[src/rtl/noc_bridge_nch_if.sv]
// -----------------------------------------------------------------------------
// noc_bridge_nch_if
// Bundles the inbound flit port and the NUM_CH outbound virtual-channel ports
// of the NoC channel bridge.
//   Noc_receive_*  : single inbound flit stream (valid/ready, flit, header/tail)
//   Noc_sender_*   : per-channel outbound streams; flit of channel c lives in
//                    Noc_sender_flit[c*DATA_WIDTH +: DATA_WIDTH]
// Modports:
//   master : the environment (upstream node and downstream fabric ports)
//   slave  : the bridge itself
// -----------------------------------------------------------------------------
interface noc_bridge_nch_if #(
    parameter int DATA_WIDTH = 64,
    parameter int NUM_CH     = 4
);
    logic                         Noc_receive_valid;
    logic                         Noc_receive_ready;
    logic [DATA_WIDTH-1:0]        Noc_receive_flit;
    logic                         Noc_receive_is_header;
    logic                         Noc_receive_is_tail;

    logic [NUM_CH-1:0]            Noc_sender_valid;
    logic [NUM_CH-1:0]            Noc_sender_ready;
    logic [NUM_CH*DATA_WIDTH-1:0] Noc_sender_flit;
    logic [NUM_CH-1:0]            Noc_sender_VCready;
    logic [NUM_CH-1:0]            Noc_sender_is_header;
    logic [NUM_CH-1:0]            Noc_sender_is_tail;

    modport master (
        output Noc_receive_valid,
        input  Noc_receive_ready,
        output Noc_receive_flit,
        output Noc_receive_is_header,
        output Noc_receive_is_tail,
        input  Noc_sender_valid,
        output Noc_sender_ready,
        input  Noc_sender_flit,
        output Noc_sender_VCready,
        input  Noc_sender_is_header,
        input  Noc_sender_is_tail
    );

    modport slave (
        input  Noc_receive_valid,
        output Noc_receive_ready,
        input  Noc_receive_flit,
        input  Noc_receive_is_header,
        input  Noc_receive_is_tail,
        output Noc_sender_valid,
        input  Noc_sender_ready,
        output Noc_sender_flit,
        input  Noc_sender_VCready,
        output Noc_sender_is_header,
        output Noc_sender_is_tail
    );
endinterface

[src/rtl/noc_bridge_nch.sv]
// -----------------------------------------------------------------------------
// noc_bridge_nch
// Splits one inbound flit stream into NUM_CH outbound virtual-channel streams.
// Packets are kept atomic: the header picks a channel (from a header field or
// per-packet round-robin) and every flit up to the tail follows it. Each
// channel owns a first-word-fall-through FIFO whose valid is gated by the
// downstream VCready.
// Ports:
//   noc_clk, noc_rst_n : clock, asynchronous active-low reset
//   bus (slave)        : inbound and per-channel outbound flit ports
//   drop_cnt           : packets dropped for an out-of-range channel id,
//                        saturating at 16'hFFFF
//   err_orphan         : sticky, a body/tail flit arrived with no open packet
// -----------------------------------------------------------------------------
module noc_bridge_nch #(
    parameter int DATA_WIDTH = 64,
    parameter int NUM_CH     = 4,
    parameter int FIFO_DEPTH = 4,
    parameter int CH_SEL_LSB = 0,
    parameter int SEL_MODE   = 0
) (
    input  logic                 noc_clk,
    input  logic                 noc_rst_n,
    noc_bridge_nch_if.slave      bus,
    output logic [15:0]          drop_cnt,
    output logic                 err_orphan
);

    localparam int SEL_W = $clog2(NUM_CH);
    localparam int PTR_W = $clog2(FIFO_DEPTH);
    localparam int CNT_W = PTR_W + 1;
    localparam int ENT_W = DATA_WIDTH + 2;

    // Channel id widened by one bit so ids >= NUM_CH are detectable when
    // NUM_CH is not a power of two.
    localparam logic [SEL_W:0]   NUM_CH_EXT = (SEL_W + 1)'(NUM_CH);
    localparam logic [SEL_W-1:0] LAST_CH    = SEL_W'(NUM_CH - 1);
    localparam logic [CNT_W-1:0] DEPTH_CNT  = CNT_W'(FIFO_DEPTH);

    typedef enum logic [1:0] {
        ST_IDLE = 2'd0,
        ST_FWD  = 2'd1,
        ST_DROP = 2'd2
    } state_t;

    state_t             state_r;
    state_t             state_nxt_s;
    logic [SEL_W-1:0]   cur_ch_r;
    logic [SEL_W-1:0]   cur_ch_nxt_s;
    logic [SEL_W-1:0]   rr_ptr_r;

    logic [ENT_W-1:0]   mem_r    [NUM_CH][FIFO_DEPTH];
    logic [PTR_W-1:0]   wr_ptr_r [NUM_CH];
    logic [PTR_W-1:0]   rd_ptr_r [NUM_CH];
    logic [CNT_W-1:0]   count_r  [NUM_CH];

    logic [NUM_CH-1:0]  full_s;
    logic [NUM_CH-1:0]  empty_s;
    logic [NUM_CH-1:0]  push_s;
    logic [NUM_CH-1:0]  pop_s;

    logic [NUM_CH-1:0]            valid_s;
    logic [NUM_CH-1:0]            hdr_s;
    logic [NUM_CH-1:0]            tail_s;
    logic [NUM_CH*DATA_WIDTH-1:0] flit_s;

    logic [SEL_W-1:0]   sel_s;
    logic               sel_ok_s;
    logic               rx_ready_s;
    logic               rx_fire_s;
    logic               push_en_s;
    logic [SEL_W-1:0]   push_ch_s;
    logic               rr_adv_s;
    logic               drop_inc_s;
    logic               orphan_set_s;
    logic [ENT_W-1:0]   rx_entry_s;

    assign rx_entry_s = {bus.Noc_receive_is_header, bus.Noc_receive_is_tail,
                         bus.Noc_receive_flit};

    // Candidate channel for a header seen in IDLE and its range check.
    always_comb begin
        if (SEL_MODE == 1) begin
            sel_s = rr_ptr_r;
        end else begin
            sel_s = bus.Noc_receive_flit[CH_SEL_LSB +: SEL_W];
        end
        sel_ok_s = ({1'b0, sel_s} < NUM_CH_EXT);
    end

    // Per-channel FIFO status, push/pop strobes and head-of-FIFO outputs.
    always_comb begin
        full_s  = '0;
        empty_s = '0;
        push_s  = '0;
        pop_s   = '0;
        valid_s = '0;
        hdr_s   = '0;
        tail_s  = '0;
        flit_s  = '0;
        for (int c = 0; c < NUM_CH; c++) begin
            full_s[c]  = (count_r[c] == DEPTH_CNT);
            empty_s[c] = (count_r[c] == {CNT_W{1'b0}});
            push_s[c]  = push_en_s && (push_ch_s == SEL_W'(c));
            valid_s[c] = !empty_s[c] && bus.Noc_sender_VCready[c];
            pop_s[c]   = valid_s[c] && bus.Noc_sender_ready[c];
            // Head is masked while empty so idle channels present all-zero.
            if (!empty_s[c]) begin
                hdr_s[c]  = mem_r[c][rd_ptr_r[c]][ENT_W-1];
                tail_s[c] = mem_r[c][rd_ptr_r[c]][ENT_W-2];
                flit_s[c*DATA_WIDTH +: DATA_WIDTH] =
                    mem_r[c][rd_ptr_r[c]][DATA_WIDTH-1:0];
            end else begin
                hdr_s[c]  = 1'b0;
                tail_s[c] = 1'b0;
            end
        end
    end

    assign bus.Noc_sender_valid     = valid_s;
    assign bus.Noc_sender_is_header = hdr_s;
    assign bus.Noc_sender_is_tail   = tail_s;
    assign bus.Noc_sender_flit      = flit_s;
    assign bus.Noc_receive_ready    = rx_ready_s;

    // Packet FSM: next state, inbound ready and push/drop/orphan decisions.
    // Ready looks only at the full flag, so a same-cycle pop never opens room.
    always_comb begin
        state_nxt_s  = state_r;
        cur_ch_nxt_s = cur_ch_r;
        rx_ready_s   = 1'b1;
        rx_fire_s    = 1'b0;
        push_en_s    = 1'b0;
        push_ch_s    = cur_ch_r;
        rr_adv_s     = 1'b0;
        drop_inc_s   = 1'b0;
        orphan_set_s = 1'b0;
        case (state_r)
            ST_IDLE: begin
                if (bus.Noc_receive_is_header && sel_ok_s) begin
                    rx_ready_s = !full_s[sel_s];
                    rx_fire_s  = bus.Noc_receive_valid && rx_ready_s;
                    if (rx_fire_s) begin
                        push_en_s    = 1'b1;
                        push_ch_s    = sel_s;
                        cur_ch_nxt_s = sel_s;
                        rr_adv_s     = (SEL_MODE == 1);
                        state_nxt_s  = bus.Noc_receive_is_tail ? ST_IDLE : ST_FWD;
                    end else begin
                        state_nxt_s = ST_IDLE;
                    end
                end else if (bus.Noc_receive_is_header) begin
                    // Channel id out of range: swallow the whole packet.
                    rx_ready_s = 1'b1;
                    rx_fire_s  = bus.Noc_receive_valid;
                    if (rx_fire_s) begin
                        drop_inc_s  = 1'b1;
                        state_nxt_s = bus.Noc_receive_is_tail ? ST_IDLE : ST_DROP;
                    end else begin
                        state_nxt_s = ST_IDLE;
                    end
                end else begin
                    // Body/tail with no open packet: discard and flag.
                    rx_ready_s = 1'b1;
                    rx_fire_s  = bus.Noc_receive_valid;
                    if (rx_fire_s) begin
                        orphan_set_s = 1'b1;
                    end else begin
                        orphan_set_s = 1'b0;
                    end
                end
            end
            ST_FWD: begin
                // A header arriving here is just another flit of the packet.
                rx_ready_s = !full_s[cur_ch_r];
                rx_fire_s  = bus.Noc_receive_valid && rx_ready_s;
                if (rx_fire_s) begin
                    push_en_s = 1'b1;
                    if (bus.Noc_receive_is_tail) begin
                        state_nxt_s = ST_IDLE;
                    end else begin
                        state_nxt_s = ST_FWD;
                    end
                end else begin
                    state_nxt_s = ST_FWD;
                end
            end
            ST_DROP: begin
                rx_ready_s = 1'b1;
                rx_fire_s  = bus.Noc_receive_valid;
                if (rx_fire_s && bus.Noc_receive_is_tail) begin
                    state_nxt_s = ST_IDLE;
                end else begin
                    state_nxt_s = ST_DROP;
                end
            end
            default: begin
                state_nxt_s = ST_IDLE;
            end
        endcase
    end

    // FSM, bound channel, round-robin pointer and status registers.
    always_ff @(posedge noc_clk or negedge noc_rst_n) begin
        if (!noc_rst_n) begin
            state_r    <= ST_IDLE;
            cur_ch_r   <= {SEL_W{1'b0}};
            rr_ptr_r   <= {SEL_W{1'b0}};
            drop_cnt   <= 16'h0000;
            err_orphan <= 1'b0;
        end else begin
            state_r  <= state_nxt_s;
            cur_ch_r <= cur_ch_nxt_s;
            if (rr_adv_s) begin
                rr_ptr_r <= (rr_ptr_r == LAST_CH) ? {SEL_W{1'b0}}
                                                  : rr_ptr_r + SEL_W'(1);
            end
            if (drop_inc_s && (drop_cnt != 16'hFFFF)) begin
                drop_cnt <= drop_cnt + 16'h0001;
            end
            if (orphan_set_s) begin
                err_orphan <= 1'b1;
            end
        end
    end

    // FIFO pointers and occupancy; push+pop together keeps occupancy.
    always_ff @(posedge noc_clk or negedge noc_rst_n) begin
        if (!noc_rst_n) begin
            for (int c = 0; c < NUM_CH; c++) begin
                wr_ptr_r[c] <= {PTR_W{1'b0}};
                rd_ptr_r[c] <= {PTR_W{1'b0}};
                count_r[c]  <= {CNT_W{1'b0}};
            end
        end else begin
            for (int c = 0; c < NUM_CH; c++) begin
                if (push_s[c]) begin
                    wr_ptr_r[c] <= wr_ptr_r[c] + PTR_W'(1);
                end
                if (pop_s[c]) begin
                    rd_ptr_r[c] <= rd_ptr_r[c] + PTR_W'(1);
                end
                case ({push_s[c], pop_s[c]})
                    2'b10:   count_r[c] <= count_r[c] + CNT_W'(1);
                    2'b01:   count_r[c] <= count_r[c] - CNT_W'(1);
                    default: count_r[c] <= count_r[c];
                endcase
            end
        end
    end

    // FIFO storage; contents are don't-care while the entry is not occupied.
    always_ff @(posedge noc_clk) begin
        for (int c = 0; c < NUM_CH; c++) begin
            if (push_s[c]) begin
                mem_r[c][wr_ptr_r[c]] <= rx_entry_s;
            end
        end
    end

endmodule

[src/flat_wrapper.sv]
// flat-port wrapper written by rule: the top's interface ports become plain ports
module noc_bridge_nch_flat 
#(
    parameter int DATA_WIDTH = 64,
    parameter int NUM_CH     = 4,
    parameter int FIFO_DEPTH = 4,
    parameter int CH_SEL_LSB = 0,
    parameter int SEL_MODE   = 0
)
  (noc_clk, noc_rst_n, drop_cnt, err_orphan, bus_Noc_receive_valid, bus_Noc_receive_ready, bus_Noc_receive_flit, bus_Noc_receive_is_header, bus_Noc_receive_is_tail, bus_Noc_sender_valid, bus_Noc_sender_ready, bus_Noc_sender_flit, bus_Noc_sender_VCready, bus_Noc_sender_is_header, bus_Noc_sender_is_tail);
  noc_bridge_nch_if #(.DATA_WIDTH(DATA_WIDTH), .NUM_CH(NUM_CH)) bus_i ();
  input  logic noc_clk;
  input  logic noc_rst_n;
  output logic [15:0] drop_cnt;
  output logic err_orphan;
  input wire logic [$bits(bus_i.Noc_receive_valid)-1:0] bus_Noc_receive_valid;
  output wire logic [$bits(bus_i.Noc_receive_ready)-1:0] bus_Noc_receive_ready;
  input wire logic [$bits(bus_i.Noc_receive_flit)-1:0] bus_Noc_receive_flit;
  input wire logic [$bits(bus_i.Noc_receive_is_header)-1:0] bus_Noc_receive_is_header;
  input wire logic [$bits(bus_i.Noc_receive_is_tail)-1:0] bus_Noc_receive_is_tail;
  output wire logic [$bits(bus_i.Noc_sender_valid)-1:0] bus_Noc_sender_valid;
  input wire logic [$bits(bus_i.Noc_sender_ready)-1:0] bus_Noc_sender_ready;
  output wire logic [$bits(bus_i.Noc_sender_flit)-1:0] bus_Noc_sender_flit;
  input wire logic [$bits(bus_i.Noc_sender_VCready)-1:0] bus_Noc_sender_VCready;
  output wire logic [$bits(bus_i.Noc_sender_is_header)-1:0] bus_Noc_sender_is_header;
  output wire logic [$bits(bus_i.Noc_sender_is_tail)-1:0] bus_Noc_sender_is_tail;
  assign bus_i.Noc_receive_valid = bus_Noc_receive_valid;
  assign bus_Noc_receive_ready = bus_i.Noc_receive_ready;
  assign bus_i.Noc_receive_flit = bus_Noc_receive_flit;
  assign bus_i.Noc_receive_is_header = bus_Noc_receive_is_header;
  assign bus_i.Noc_receive_is_tail = bus_Noc_receive_is_tail;
  assign bus_Noc_sender_valid = bus_i.Noc_sender_valid;
  assign bus_i.Noc_sender_ready = bus_Noc_sender_ready;
  assign bus_Noc_sender_flit = bus_i.Noc_sender_flit;
  assign bus_i.Noc_sender_VCready = bus_Noc_sender_VCready;
  assign bus_Noc_sender_is_header = bus_i.Noc_sender_is_header;
  assign bus_Noc_sender_is_tail = bus_i.Noc_sender_is_tail;
  noc_bridge_nch #(.DATA_WIDTH(DATA_WIDTH), .NUM_CH(NUM_CH), .FIFO_DEPTH(FIFO_DEPTH), .CH_SEL_LSB(CH_SEL_LSB), .SEL_MODE(SEL_MODE)) u_core (.noc_clk(noc_clk), .noc_rst_n(noc_rst_n), .bus(bus_i), .drop_cnt(drop_cnt), .err_orphan(err_orphan));
endmodule
[config.mk]
export PLATFORM = sky130hd
export DESIGN_NAME = noc_bridge_nch_flat
export DESIGN_NICKNAME = d
export VERILOG_FILES = /design/src/rtl/noc_bridge_nch_if.sv /design/src/rtl/noc_bridge_nch.sv /design/src/flat_wrapper.sv
export SDC_FILE = /design/constraint.sdc
export NUM_CORES = 1
export LEC_CHECK = 0
export CAP_MARGIN = 10
export CORE_UTILIZATION = 45
export CTS_BUF_LIST = sky130_fd_sc_hd__clkbuf_4 sky130_fd_sc_hd__clkbuf_8
export CTS_CLUSTER_SIZE = 28
export DETAILED_ROUTE_END_ITERATION = 8
export PLACE_DENSITY = 0.75
export RECOVER_POWER = 100
export SETUP_SLACK_MARGIN = 0.1
export SLEW_MARGIN = 20
export SYNTH_ARGS = -nofsm -noshare
export SYNTH_HDL_FRONTEND = slang
export SYNTH_SLANG_ARGS = --single-unit
[constraint.sdc]
create_clock -name noc_clk -period 5.8 [get_ports noc_clk]
set_input_delay 0.87 -clock noc_clk [delete_from_list [all_inputs] [get_ports noc_clk]]
set_output_delay 0.87 -clock noc_clk [all_outputs]
set_load 0.005 [all_outputs]
==> run summary <==
Observations from the implementation run.

Synthesis:
- The run gives the share of async-settable or async-resettable flops after synthesis as 0.0303.
- The run gives the share of synthesized area occupied by flip-flops and latches as 0.772.
- The run puts the number of enable flip-flop cells at 1056.
- The run puts the cell count in the Yosys report at 1882.
- The run puts the post-synthesis instance area at 0.0422 mm2.
- The run puts the flip-flop and latch count after synthesis at between 1000 and 1500.
- Post-synth the commonest register cell is edfxtp_1.
- In this run the mean area of a mapped cell was ~22 um2.
- The run gives the count of cell types in the netlist as 44.
- Synthesis produced 1882 cells.
- The synthesized netlist has a Yosys-reported chip area of 0.0422 mm2.

Layout:
- The run puts the count of fill cells added during filler insertion at 6907.
- Per the cell usage report, the commonest logic cells after layout are edfxtp_1 (1056), mux4_2 (266), dlygate4sd3_1 (205).
- The run gives the finished layout cell area as 0.0500 mm2.
- Per the cell usage report, the commonest logic cell in the layout is edfxtp_1.
- The run gives the area of the multi-input gates as approximately 0.0088 mm2.
- The run gives the share of post-route cells with drive strength above 1 as 0.231.
- After the last flow step, the layout net total stands at between 2000 and 2500.
- The run puts the sequential standard cell area at 0.0326 mm2.
- The area growth from synthesis to layout is 18.7%.

Final timing:
- The run puts the relative slew slack at -0.801.
- The run gives the number of setup violations in the final report as 0.
- The run puts the maximum operating frequency at between 150 and 200 MHz.
- Setup repair after global routing left no endpoint under its margin.
- The run puts the final worst-path cycle share at 0.867.
- The run puts the number of pins exceeding their max-slew limit in the final report at 795.
- The run gives the worst clock skew as ~0.035 ns.
- The smallest clock period supported by the final layout is computed as around 5.0 ns.

Worst setup path:
- For the worst setup path, the data arrival time is 4.16 ns.
- STA classifies the critical path startpoint as a register.
- The run gives the biggest fanout along the worst timing path as 32.
- The run puts the delay of the slowest critical-path stage at between 1 and 1.5 ns.
- The run gives the data required time of the critical path as 4.93 ns.
- In the setup report, the worst path falls into the class register to output port.
- For reference, the critical path cell chain is buf_4 -> mux4_2 -> and2_1 -> dlygate4sd3_1.

Min path:
- The tightest min-delay check is of the register to register type.

Clock tree:
- The clock passes through at most 3 buffers.
- The run puts the clock-pin slew on the worst setup and hold paths at 0.06 ns.
- The run puts the clock latency reported for the late side of the worst-skew pair at 0.82 ns.
- The run puts the number of hold buffers added after cts at 0.
- TritonCTS built the clock tree.
- The run gives the H-tree depth as 4.
- The run puts the number of buffers created by CTS at 165.
- The tree is rooted in a clkbuf_8.

Floorplanning:
- The die is 308 um tall.
- The run puts the effective utilization at floorplan at 0.457.
- 363 I/O pins were placed.
- The run puts the die outline width at 308 um.

GRT:
- The run gives the wire length of the first global-routing pass as 143000 um.
- The run puts the number of global-route vias before repair at 21240.
- Recorded from the global router log, the overflow total was 0.
- The run gives the overall fraction of global-route tracks in use as 0.208.
- The run puts the number of antenna violations at the first check in global routing at 11.

Run:
- The run puts the number of max-cap violations at 19.
- The run gives the number of warning messages in the logs as 39.

Routing:
- The run puts the iteration-0 DRC count of the detailed router at 2038.
- The run gives the per-cell routed wire length as 26.3 um.
- The run gives the length of the first detailed-routing pass in iterations as 6.
- The run gives the average via count per standard cell as between 5 and 6.
- The run gives the total routed wirelength as 97600 um.

Outcome:
- The flow ran to the end, but the final reports show violations.
- The final reports fail on max-capacitance violations, max-slew violations.

Place:
- The run gives the post-detailed-placement cell area as 0.0467 mm2.
- The run gives the HPWL reported at the end of detailed placement as 58000 um.
- Per the gpl log, the routability congestion estimate is 0.785.
- Port buffering added 346 buffers.

Power and ir drop:
- The run puts the cell area power density at 482 mW/mm2.
- The run puts the total leakage power at about 16 nW.
where the power goes:
group | internal [mW] | leakage (nW) | total (mW) | switching (mW)
sequential | 9.29 | 9.90 | 10.0 | 0.764
clock | 3.25 | 1.69 | 6.14 | 2.88
combinational | 4.42 | 4.54 | 7.95 | 3.53
state kept, by name, indices dropped and copies added, names as in the netlist:
register           flops
u_core.count_r        12
u_core.wr_ptr_r        8
u_core.state_r         2
u_core.rd_ptr_r        8
u_core.err_orphan      1
u_core.cur_ch_r        2
u_core.mem_r        1056
worst max-delay path: cells and delay by family, from the launching register on:
kind,cells,cell delay [ns]
AND/OR/NAND/NOR,1,0.19
multiplexers,1,0.59
flip-flops,1,1.25
buffers and inverters,2,1.28
cell families after synthesis:
| logic type | Yosys count | share of synthesized area |
|---|---|---|
| AOI/OAI and AO/OA | 15 | 0.00255 |
| xor gates and xnor gates | 24 | 0.00499 |
| adders and majority gates | 24 | 0.00784 |
| buffers and inverters | 132 | 0.0200 |
| DFF | 1089 | 0.772 |
| muxes | 273 | 0.144 |
| other | 1 | 0.0000890 |
| and+or+nand+nor | 324 | 0.0488 |
path summary, 6_finish.rpt:
path	start	to	slack [ns]	cells past startpoint
min in group asynchronous	noc_rst_n	u_core.wr_ptr_r[6]	1.16	2
min	u_core.err_orphan	u_core.err_orphan	0.49	1
max reg2reg	u_core.state_r[0]	u_core.mem_r[0][241]	1.41	5
max	u_core.rd_ptr_r[6]	bus_Noc_sender_flit[2]	0.77	4
max in group asynchronous	noc_rst_n	u_core.rd_ptr_r[2]	3.22	2
min reg2reg	u_core.err_orphan	u_core.err_orphan	0.49	1
layer usage:
| metal | wire (um) | GRT usage |
|---|---|---|
| met5 | 49 | 0 |
| met4 | 1850 | 0.0596 |
| met1 | 40300 | 0.291 |
| met3 | 7560 | 0.0467 |
| met2 | 47800 | 0.331 |
cells in the mapped netlist (9+ instances only):
master	instances	area [um2]
buf_12	12	240
inv_1	27	101
edfxtp_1	1056	31700
and2_1	280	1750
buf_2	25	125
xnor2_1	12	105
dfrtp_1	33	826
ha_1	20	250
mux4_2	266	5990
clkbuf_1	32	120
buf_4	24	180
xor2_1	12	105
nand2_1	9	33.8
per-stage QoR:
step	hold WS (ns)	power [mW]	setup slack (ns)	util	instances
3_5_place_dp	0.478	18.6	1.62	0.507	3399
2_1_floorplan	0.445	14.2	2.25	-	1897
6_report	0.487	24.1	0.769	0.543	3709
5_1_grt	0.518	25.2	0.500	0.543	3708
3_3_place_gp	0.462	18.4	1.81	0.507	3399
4_1_cts	0.426	24.7	1.06	0.542	3695
area by class of cell:
cell class / instances / share of cell area
clock buffers: 230 / 0.0556
well taps: 1243 / 0.0311
clock inverters: 66 / 0.00868
repair buffers: 375 / 0.0755
diodes: 3 / 0.000150
flip-flops and latches: 1089 / 0.651
multi-input cells: 676 / 0.176
inverters: 27 / 0.00203
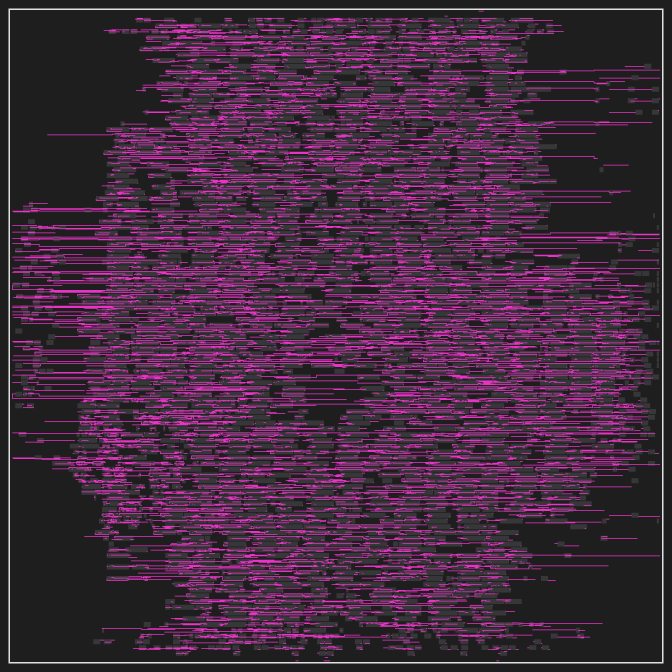
layer_met1.png
longest straight run = 99.4 um
share of all routed wire = 41%
wire length on this layer = 40.3 mm

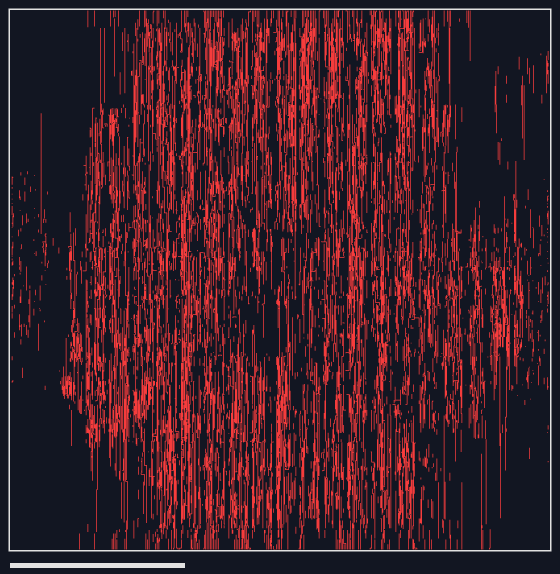
layer_met2.png
Bar = 100 um.
main direction = vertical
nets with wire on the layer = 2268

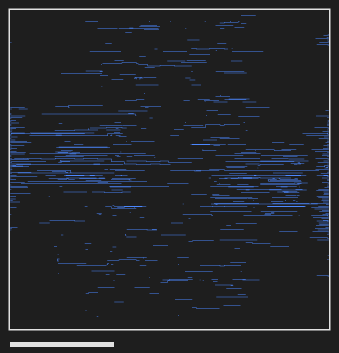
layer_met3.png
Bar = 100 um.
nets with wire on the layer = 334
share of all routed wire = 7.8%
longest straight run = 115 um
wire length on this layer = 7560 um
main direction = horizontal

Power figures rest on the tool's default switching activity, not on a simulated workload.
